==> config.mk <==
export PLATFORM = sky130hd
export DESIGN_NAME = uart_tx
export DESIGN_NICKNAME = d
export VERILOG_FILES = /design/src/rtl/uart_tx.sv
export SDC_FILE = /design/constraint.sdc
export NUM_CORES = 1
export LEC_CHECK = 0
export ABC_CLOCK_PERIOD_IN_PS = 2800
export CAP_MARGIN = 30
export CORE_MARGIN = 2
export CORE_UTILIZATION = 50
export CTS_BUF_LIST = sky130_fd_sc_hd__clkbuf_8
export CTS_CLUSTER_SIZE = 16
export DETAILED_ROUTE_END_ITERATION = 6
export GPL_TIMING_DRIVEN = 0
export PLACE_DENSITY = 0.69
export SLEW_MARGIN = 20
export SYNTH_ARGS = -nofsm -noshare
export SYNTH_HDL_FRONTEND = slang
export SYNTH_SLANG_ARGS = --single-unit
==> constraint.sdc <==
create_clock -name clk -period 2.8 [get_ports clk]
set_input_delay 0.56 -clock clk [delete_from_list [all_inputs] [get_ports clk]]
set_output_delay 0.56 -clock clk [all_outputs]
set_load 0.01 [all_outputs]
==> images/m1.png <==
Drawn at 3 px/µm.
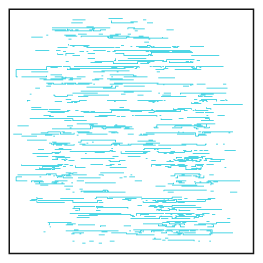
wire length on this layer = 2,430 µm
main direction = horizontal
longest straight run = 25.3 µm
share of all routed wire = 49%
met1 usage: 24.7%
via count: 1,744
drt total wl: 5000 µm

==> images/closeup.png <==
Window x 48 to 73, y 48 to 73 µm. Cells in gray, sequential cells in the stronger gray; small squares are vias.
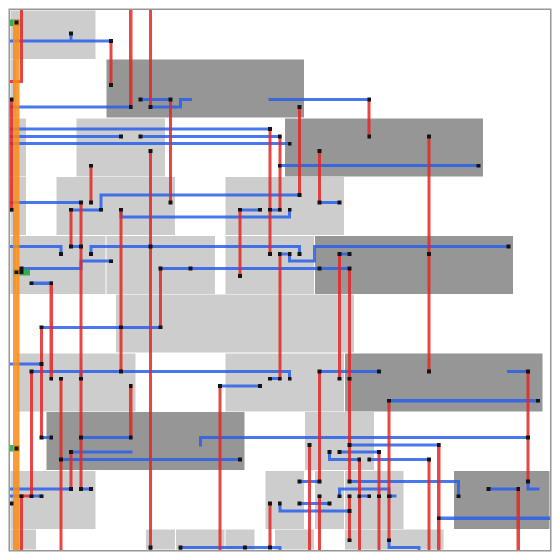
M3 -> green
M2 -> red
M1 -> blue
M4 -> orange
sequential cells in the window = 5
cells with their middle in the window = 20
most frequent = mux2_4 (5), dfrtp_1 (5), mux2_2 (3)

==> results_dict.tcl <==
# place-and-route summary
set metrics [dict create \
    clock_path_buffers 2 \
    die-area_um2 6550 \
    overflow 0 \
    drt-vias-per-instance 5.48 \
    clkTransAtPathRegs_ns 0.06 \
    signal_buffers 24 \
    route.top_layer_used "met4" \
    top_cell_area_share_pct 48.2 \
    synth.avg_cell_area_um2 14.0 \
    top_usage_layer "met2" \
    slew_violations 0 \
    crit_path_end_kind "flip-flop" \
    yosys-stat-area_um2 2960 \
    hold_buffers 0 \
    drv_cap 0 \
    nNonClkInverters 9 \
    dp_cells 303 \
    largest_register_ffs 32 \
    r2r_cells 6 \
    cts-buffers-inserted 9 \
    layout.cells.most_common "dfrtp_1" \
    insertion_delay_ns 0.33 \
    flops 59 \
    max_slew_margin_pct 55.4 \
    p_comb_share_pct 41.7 \
    mostFrequentLayoutCells "dfrtp_1, mux2_2, clkdlybuf4s50_1" \
    route.detailed.drc 0 \
    max_stage_delay_ns 0.45 \
    muxShareOfSynthArea_pct 26.1 \
    status "finished, final reports clean" \
    htreeDepth 3 \
    cp.arrival_ns 2.66 \
    comb-power_w 0.00168 \
    r2r_slack_ns 0.36 \
    vdd_ir_drop_max_mv 0.462 \
    whs_ns 0.0753 \
    critPathMaxFanout 6 \
    final_hold_viol_count 0 \
    fin_total_pwr_w 0.00402 \
    simple_gate_share_pct 5.75 \
    seqPwrFrac_pct 37.3 \
    detail_route.wl_per_cell_um 15.7 \
    postLayoutCoreUtil_pct 59.2 \
    cp-start-kind "flip-flop" \
    largestPowerGroup "combinational cells" \
    fin_area_um2 3440 \
    comb_share_pct 40.8 \
    clock_tree_area_fraction_pct 6.25 \
    wl_met3_um 116 \
    clock_sinks 59 \
    pre_cts_slack_ns 0.334 \
    pwr_density_cell_nw_per_um2 1170 \
    netlist_instances 212 \
    yosysWarnings 0 \
    edf_count 0 \
    ys_cells 212 \
    cp.required_ns 3.02 \
    common_cells "dfrtp_1, mux2_2, ha_1" \
    tns_ns 0 \
    warnings 33 \
    final_layout_size_suffix_gt1_share_pct 35.0 \
    port_buffers 15 \
    hp-class "in2async" \
    cts_resized 0 \
    die_y_um 80.9 \
    finalNonFillerCells 318 \
    grt_use_met2_pct 26.0 \
    topCellsByArea "dfrtp_1, mux2_2, mux4_2" \
    grt_max_degree 48 \
    ys_sh_aoi_pct 7.69 \
    tightest_slew_ns 0.667 \
    p_leak_nw 1.50 \
]
